### Port wiring, run 1

The bar under the picture is 20 microns long.
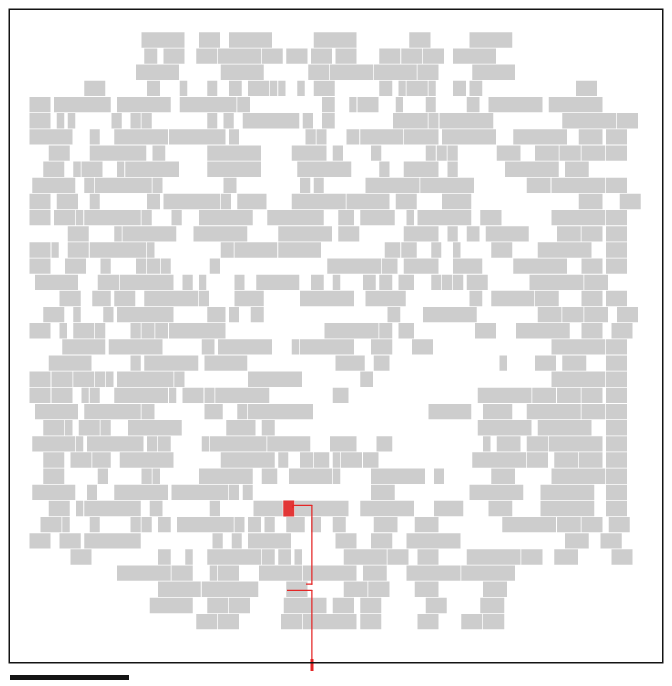
### Power grid, run 1

The bar under the picture is 20 microns long. Pins as bars on the die edge. Tap cells in gray.
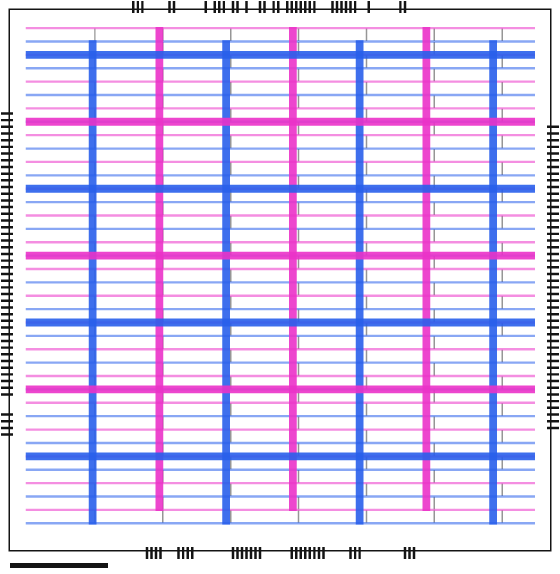
### Cell placement, run 1

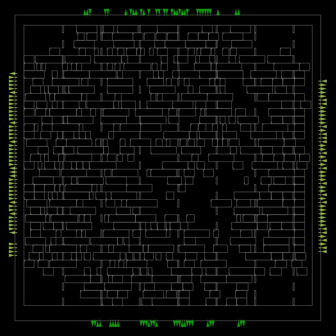
### Signal metal coverage by tile, run 1

22 x 22 tiles, from dark blue (low) to red (high), scaled to the fullest tile. Values are wire area over tile area, all layers added.
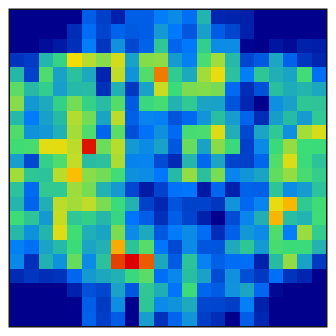
[src/rtl/data_mem_arb_pkg.sv]
`default_nettype none
// ============================================================================
//  Module      : data_mem_arb_pkg
//  Description : Shared types and constants for the DataMemory arbiter.
//  Revision    : 1.0 - initial release
// ============================================================================
package data_mem_arb_pkg;

  // Default widths of the DataMemory interface
  localparam int c_ADDR_W = 16;
  localparam int c_DATA_W = 16;

  // Requester indices: CPU load/store stage and DMA/program loader
  localparam logic c_PORT_CPU = 1'b0;
  localparam logic c_PORT_DMA = 1'b1;

  // Access sequencer states
  typedef enum logic [1:0] {
    ST_IDLE   = 2'd0,
    ST_ACCESS = 2'd1,
    ST_RESP   = 2'd2
  } state_t;

endpackage : data_mem_arb_pkg
`default_nettype wire

[src/rtl/rr_arb2.sv]
`default_nettype none
// ============================================================================
//  Module      : rr_arb2
//  Description : Two-way round-robin picker. ptr names the favoured port on a
//                tie; next_ptr favours the port that did not win.
//  Revision    : 1.0 - initial release
// ============================================================================
module rr_arb2
  import data_mem_arb_pkg::*;
(
  input  logic [1:0] req,
  input  logic       ptr,
  input  logic       enable,
  output logic [1:0] grant,
  output logic       next_ptr
);

  logic w_pick_dma;
  logic w_pick_cpu;

  // DMA wins when it is alone or when the pointer favours it on a tie
  always_comb begin
    w_pick_dma = enable & req[c_PORT_DMA] & (~req[c_PORT_CPU] | ptr);
    w_pick_cpu = enable & req[c_PORT_CPU] & ~w_pick_dma;
    grant      = 2'b00;
    grant[c_PORT_DMA] = w_pick_dma;
    grant[c_PORT_CPU] = w_pick_cpu;
    next_ptr   = ptr;
    if (w_pick_cpu) begin
      next_ptr = c_PORT_DMA;
    end else if (w_pick_dma) begin
      next_ptr = c_PORT_CPU;
    end
  end

endmodule : rr_arb2
`default_nettype wire

[src/rtl/data_mem_arbiter.sv]
`default_nettype none
// ============================================================================
//  Module      : data_mem_arbiter
//  Description : Shares the single-port DataMemory between the CPU (port 0)
//                and the DMA/loader (port 1). Each access runs
//                IDLE -> ACCESS (one memory cycle) -> RESP (one-cycle ack).
//  Revision    : 1.0 - initial release
// ============================================================================
module data_mem_arbiter
  import data_mem_arb_pkg::*;
#(
  parameter int ADDR_W      = c_ADDR_W,
  parameter int DATA_W      = c_DATA_W,
  parameter int ROUND_ROBIN = 1
) (
  input  logic              clock,
  input  logic              reset,
  input  logic              req0,
  input  logic              req1,
  input  logic              we0,
  input  logic              we1,
  input  logic [ADDR_W-1:0] addr0,
  input  logic [ADDR_W-1:0] addr1,
  input  logic [DATA_W-1:0] wdata0,
  input  logic [DATA_W-1:0] wdata1,
  output logic              ack0,
  output logic              ack1,
  output logic [DATA_W-1:0] rdata0,
  output logic [DATA_W-1:0] rdata1,
  output logic [ADDR_W-1:0] Address,
  output logic [DATA_W-1:0] WriteData,
  output logic              MemWrite,
  output logic              MemRead,
  input  logic [DATA_W-1:0] ReadData
);

  state_t              r_state;
  state_t              w_state_nxt;
  logic [1:0]          w_grant;
  logic                w_next_ptr;
  logic                w_arb_ptr;
  logic                w_arb_en;
  logic                r_ptr;
  logic                r_gnt;
  logic                r_we;
  logic [ADDR_W-1:0]   r_addr;
  logic [DATA_W-1:0]   r_wdata;
  logic [DATA_W-1:0]   r_rdata0;
  logic [DATA_W-1:0]   r_rdata1;

  // Fixed priority is round-robin with the pointer pinned on the CPU port
  assign w_arb_ptr = (ROUND_ROBIN != 0) ? r_ptr : c_PORT_CPU;
  assign w_arb_en  = (r_state == ST_IDLE);

  rr_arb2 u_rr_arb2 (
    .req      ({req1, req0}),
    .ptr      (w_arb_ptr),
    .enable   (w_arb_en),
    .grant    (w_grant),
    .next_ptr (w_next_ptr)
  );

  // State register; reset drops straight back to IDLE, abandoning any access
  always_ff @(posedge clock or posedge reset) begin
    if (reset) begin
      r_state <= ST_IDLE;
    end else begin
      r_state <= w_state_nxt;
    end
  end

  // Next state plus memory-side drive and acks, all decoded from the state
  always_comb begin
    w_state_nxt = r_state;
    MemWrite    = 1'b0;
    MemRead     = 1'b0;
    Address     = '0;
    WriteData   = '0;
    ack0        = 1'b0;
    ack1        = 1'b0;
    case (r_state)
      ST_IDLE: begin
        if (|w_grant) begin
          w_state_nxt = ST_ACCESS;
        end
      end
      ST_ACCESS: begin
        MemWrite    = r_we;
        MemRead     = ~r_we;
        Address     = r_addr;
        WriteData   = r_wdata;
        w_state_nxt = ST_RESP;
      end
      ST_RESP: begin
        ack0        = (r_gnt == c_PORT_CPU);
        ack1        = (r_gnt == c_PORT_DMA);
        w_state_nxt = ST_IDLE;
      end
      default: begin
        w_state_nxt = ST_IDLE;
      end
    endcase
  end

  // Capture the winner's request at grant so later changes cannot disturb it
  always_ff @(posedge clock or posedge reset) begin
    if (reset) begin
      r_ptr   <= c_PORT_CPU;
      r_gnt   <= c_PORT_CPU;
      r_we    <= 1'b0;
      r_addr  <= '0;
      r_wdata <= '0;
    end else if (|w_grant) begin
      r_ptr   <= w_next_ptr;
      r_gnt   <= w_grant[c_PORT_DMA];
      r_we    <= w_grant[c_PORT_DMA] ? we1    : we0;
      r_addr  <= w_grant[c_PORT_DMA] ? addr1  : addr0;
      r_wdata <= w_grant[c_PORT_DMA] ? wdata1 : wdata0;
    end
  end

  // Read data lands in the granted port's register; the other one holds
  always_ff @(posedge clock or posedge reset) begin
    if (reset) begin
      r_rdata0 <= '0;
      r_rdata1 <= '0;
    end else if ((r_state == ST_ACCESS) && !r_we) begin
      if (r_gnt == c_PORT_DMA) begin
        r_rdata1 <= ReadData;
      end else begin
        r_rdata0 <= ReadData;
      end
    end
  end

  assign rdata0 = r_rdata0;
  assign rdata1 = r_rdata1;

endmodule : data_mem_arbiter
`default_nettype wire

[config.mk]
export PLATFORM = sky130hd
export DESIGN_NAME = data_mem_arbiter
export DESIGN_NICKNAME = d
export VERILOG_FILES = /design/src/rtl/data_mem_arb_pkg.sv /design/src/rtl/rr_arb2.sv /design/src/rtl/data_mem_arbiter.sv
export SDC_FILE = /design/constraint.sdc
export NUM_CORES = 1
export LEC_CHECK = 0
export CORE_MARGIN = 3
export CORE_UTILIZATION = 35
export CTS_CLUSTER_DIAMETER = 150
export CTS_CLUSTER_SIZE = 14
export DETAILED_ROUTE_END_ITERATION = 8
export PLACE_DENSITY = 0.65
export SLEW_MARGIN = 10
export SYNTH_ARGS = -nofsm -noshare
export SYNTH_HDL_FRONTEND = slang
export SYNTH_SLANG_ARGS = --single-unit
[constraint.sdc]
create_clock -name clock -period 3.1 [get_ports clock]
set_clock_uncertainty 0.15 [all_clocks]
set_input_delay 0.62 -clock clock [delete_from_list [all_inputs] [get_ports clock]]
set_output_delay 0.62 -clock clock [all_outputs]
set_load 0.05 [all_outputs]
==> deck_impl_summary.md, run 1 <==
Run Summary

Cells and area
  – Signal buf overhead: about a third
  – Fraction of final layout cells sized beyond drive strength 1: 27.2%
  – Storage element area: ~0.0017 sq mm
  – Dominant logic cell types in the final layout: clkdlybuf4s50_1 (120), dfrtp_1 (69), inv_1 (36), buf_12 (36)
  – Post-route cell area: between 0.005 and 0.006 sq mm
  – Largest class: non-clock buffers
  – Buffers excl. clock: 164
  – # clk buffers: 10

Detailed routing
  – Met1 WL: 3880 microns
  – Top Layer Used: met4
  – Drt pass-1 iters: 4
  – DRT iter0 DRCs: a little over 70

Global route
  – Met3 global-route usage: 4.17%
  – Most Crowded Layer GR: met2
  – Largest net degree at the start of global routing: 39

Power
  – Sequential power: around 1600 uW
  – VDD IR-drop max: just under 0.6 mV
  – P_leak: about 0.0024 uW
  – Flop pwr share: around a quarter
  – Switching fraction of total power: 46.1%

Hold path
  – Hold Path Sink: rdata1[1]

Logic synthesis
  – Chip Area, Yosys: 0.00377 sq mm
  – Yosys top cell by area: dfrtp_1
  – Flops after synth: slightly below 70
  – Avg Cell Area, Syn: between 10 and 15 sq um
  – Syn Inst Count: roughly 310
  – Synth Cell Area: approximately 0.0038 sq mm
  – Adder Share, Synth: 0%
  – Top non-seq family: AND-OR/OR-AND gates

Final timing
  – Maximum clock rate: about 370 MHz
  – Final hold violation count: 0
  – Final period util: 87.6%
  – RSZ-0062 raised after global routing: false
  – Hold WS: between 0.3 and 0.4 ns

Floorplanning
  – Tap Cells: 136

Setup path
  – CP required: between 2 and 2.5 ns
  – Crit path DAT: approximately 2.0 ns
  – Worst Setup End Kind: primary output
  – CP endpoint: MemRead
  – Critical path buffers and inverters: 1

Run
  – OpenROAD warning count: 26

Placed design
  – Area of placed instances: 0.00574 sq mm
  – Placed Instances: 584

Run status
  – Status: finished clean

Clocking
  – Clk latency late pin: around 0.33 ns
## Picture notes: 'Port wiring'
Key: red = we1 [direction input, end cells 1, wire 33.6 microns]
IO buf count: 153
I/O pins: 154

## Picture notes: 'Power grid'
Key: magenta = VDD; blue = VSS
38 met1 rails follow the rows. 7 straps on met5. 154 signal pins sit on the boundary. 136 tap cells.
CORE AREA: 0.0104 sq mm
chip width: 110 microns
Die Y: 110 microns

## Picture notes: 'Cell placement'
final std cells w/o fill: 599
flop share of the area: 29.2%
Site Rows: 37

## Picture notes: 'Signal metal coverage by tile'
The densest ninth of the die: left middle. 11% of the tiles are nearly empty. The mean over all tiles is 0.13. 19% of the tiles are over half the peak. The fullest tile reaches 0.41.
drt total wl: 9650 microns
WL per Instance: 16.1 microns
Vias: 2924
GRT Overall Usage: 16.4%

### Cells colored by class, run 1

Fill, decap, tap and diode cells in gray.
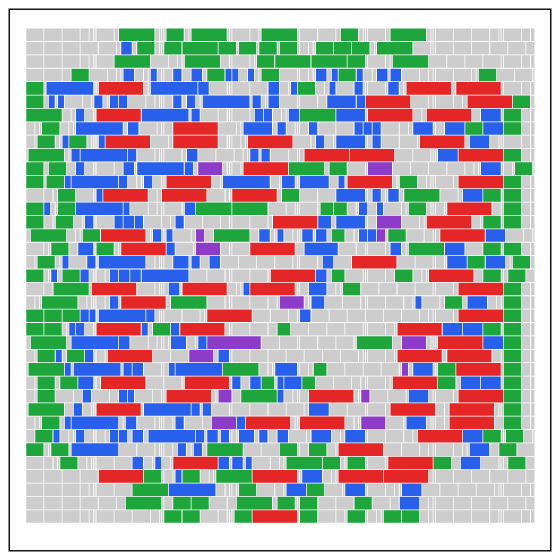

--- run 2 (diff from run 1) ---
Settings changed: CAP_MARGIN set to 20, DONT_BUFFER_PORTS set to 1, PLACE_DENSITY 0.65 to 0.47.
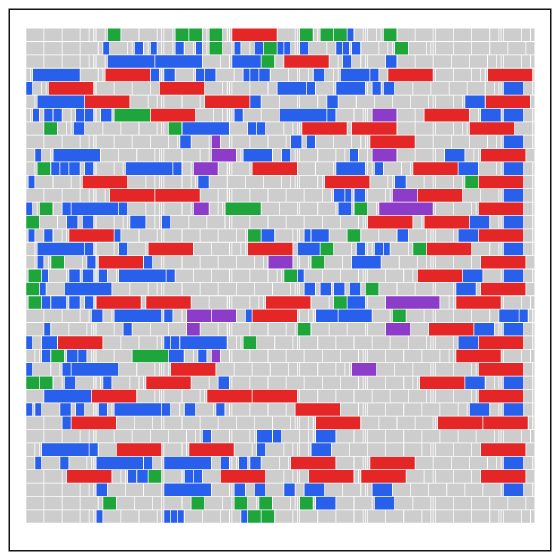
*Cells colored by class, run 2*
Fill, decap, tap and diode cells in gray.
Key: green = other buffers and delay cells [cells 48, share of their area 9.4%]; purple = clock drivers and dummy loads [cells 16, share of their area 5.3%]; blue = all other logic [cells 215, share of their area 44%]; red = flip-flops [cells 69, share of their area 41%]
post-route cell area: 0.00439 sq mm
post-route core utilization: 42.1%
flop share of the area: 39.4%

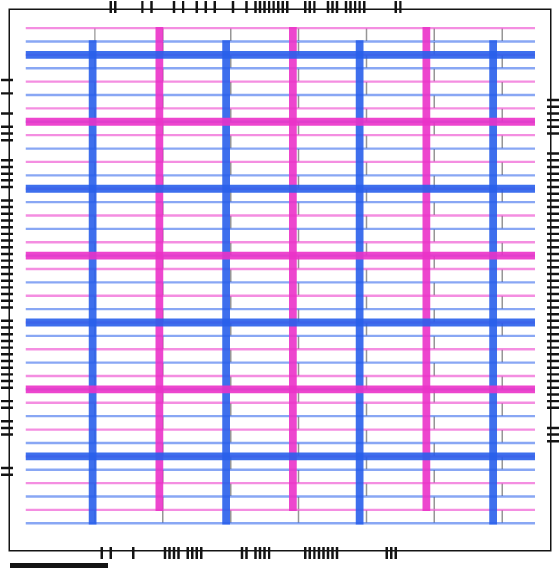
*Power grid, run 2*
The bar under the picture is 20 microns long. Pins as bars on the die edge. Tap cells in gray.
Key: magenta = VDD; blue = VSS
136 tap cells. The core has 37 rows. 154 signal pins sit on the boundary.
VDD IR-drop max: 0.449 mV

==> deck_impl_summary.md, run 2 <==
Run Summary

Run status
  – Status: finished clean

Setup path
  – Reg-to-reg endpoint: r_addr[15]
  – Startpoint types: register
  – Crit path DAT: 2.02 ns (+0.07 ns)
  – Critical path buffers and inverters: 3 (+2)
  – Critical Setup Path Class: reg2out
  – Worst Setup End Kind: primary output
  – CP endpoint: Address[1]
  – CP required: 2.33 ns (about the same)
  – Worst Reg-to-Reg Cells: 4

Run
  – OpenROAD warning count: 26 (unchanged)

Power
  – Flop pwr share: 40.5% (+17 points)
  – Switching fraction of total power: 50.6% (+4.5 points)
  – Sequential power: 2380 uW (+50%)
  – P_leak: 0.00189 uW (-22%)

Cells and area
  – Largest class: sequential cells
  – Final std cells w/o fill: 484 (-19%)
  – Dominant logic cell types in the final layout: dfrtp_1 (69), buf_4 (45), inv_1 (36)
  – Buffers excl. clock: 48 (-71%)
  – # clk buffers: 10 (unchanged)
  – Storage element area: 0.00173 sq mm (unchanged)
  – Signal buf overhead: 9.07% (-24 points)
  – Fraction of final layout cells sized beyond drive strength 1: 38.2% (+11 points)

Clocking
  – Post-CTS setup repair buffer count: 0
  – Clk latency late pin: 0.34 ns (about the same)

Floorplanning
  – Chip width: 110 microns (unchanged)
  – Site Rows: 37 (unchanged)
  – CORE AREA: 0.0104 sq mm (unchanged)
  – Die ar.: about 0.012 sq mm
  – Die Y: 110 microns (unchanged)
  – Tap Cells: 136 (unchanged)
  – I/O pins: 154 (unchanged)

Final timing
  – Maximum clock rate: 358 MHz (-2.8%)
  – Final hold violation count: 0 (unchanged)
  – RSZ-0062 raised after global routing: false
  – Final worst slack: roughly 0.31 ns
  – Final period util: 90.1% (+2.5 points)
  – Hold WS: 0.111 ns (-0.246 ns)
  – # setup viols final: 0

Detailed routing
  – WL per Instance: 19.5 microns (+21%)
  – Drt total wl: 9440 microns (-2.2%)
  – Vias: 2516 (-14%)
  – DRT iter0 DRCs: 94 (+31%)
  – Drt pass-1 iters: 4 (unchanged)
  – Top Layer Used: met4
  – Met1 WL: 3890 microns (+0.10%)

Global route
  – Largest net degree at the start of global routing: 40 (+2.6%)
  – Met3 global-route usage: 5.34% (+1.2 points)
  – Most Crowded Layer GR: met2
  – GRT Overall Usage: 15.8% (-0.61 points)
  – Met1 GRT Util: approximately a fifth

Logic synthesis
  – Seq share, synth: between 40% and 50%
  – Synth Cell Area: 0.00377 sq mm (unchanged)
  – Syn. warnings: 0
  – Top non-seq family: AND-OR/OR-AND gates
  – Flops after synth: 69 (unchanged)
  – Syn Inst Count: 311 (unchanged)
  – Adder Share, Synth: 0% (unchanged)
  – Yosys top cell by area: dfrtp_1
  – Avg Cell Area, Syn: 12.1 sq um (unchanged)
  – Chip Area, Yosys: 0.00377 sq mm (unchanged)

Placed design
  – Area of placed instances: 0.00416 sq mm (-27%)
  – IO buf count: 0 (-100%)
  – Placed Instances: 468 (-20%)
Power figures rest on the tool's default switching activity, not on a simulated workload.
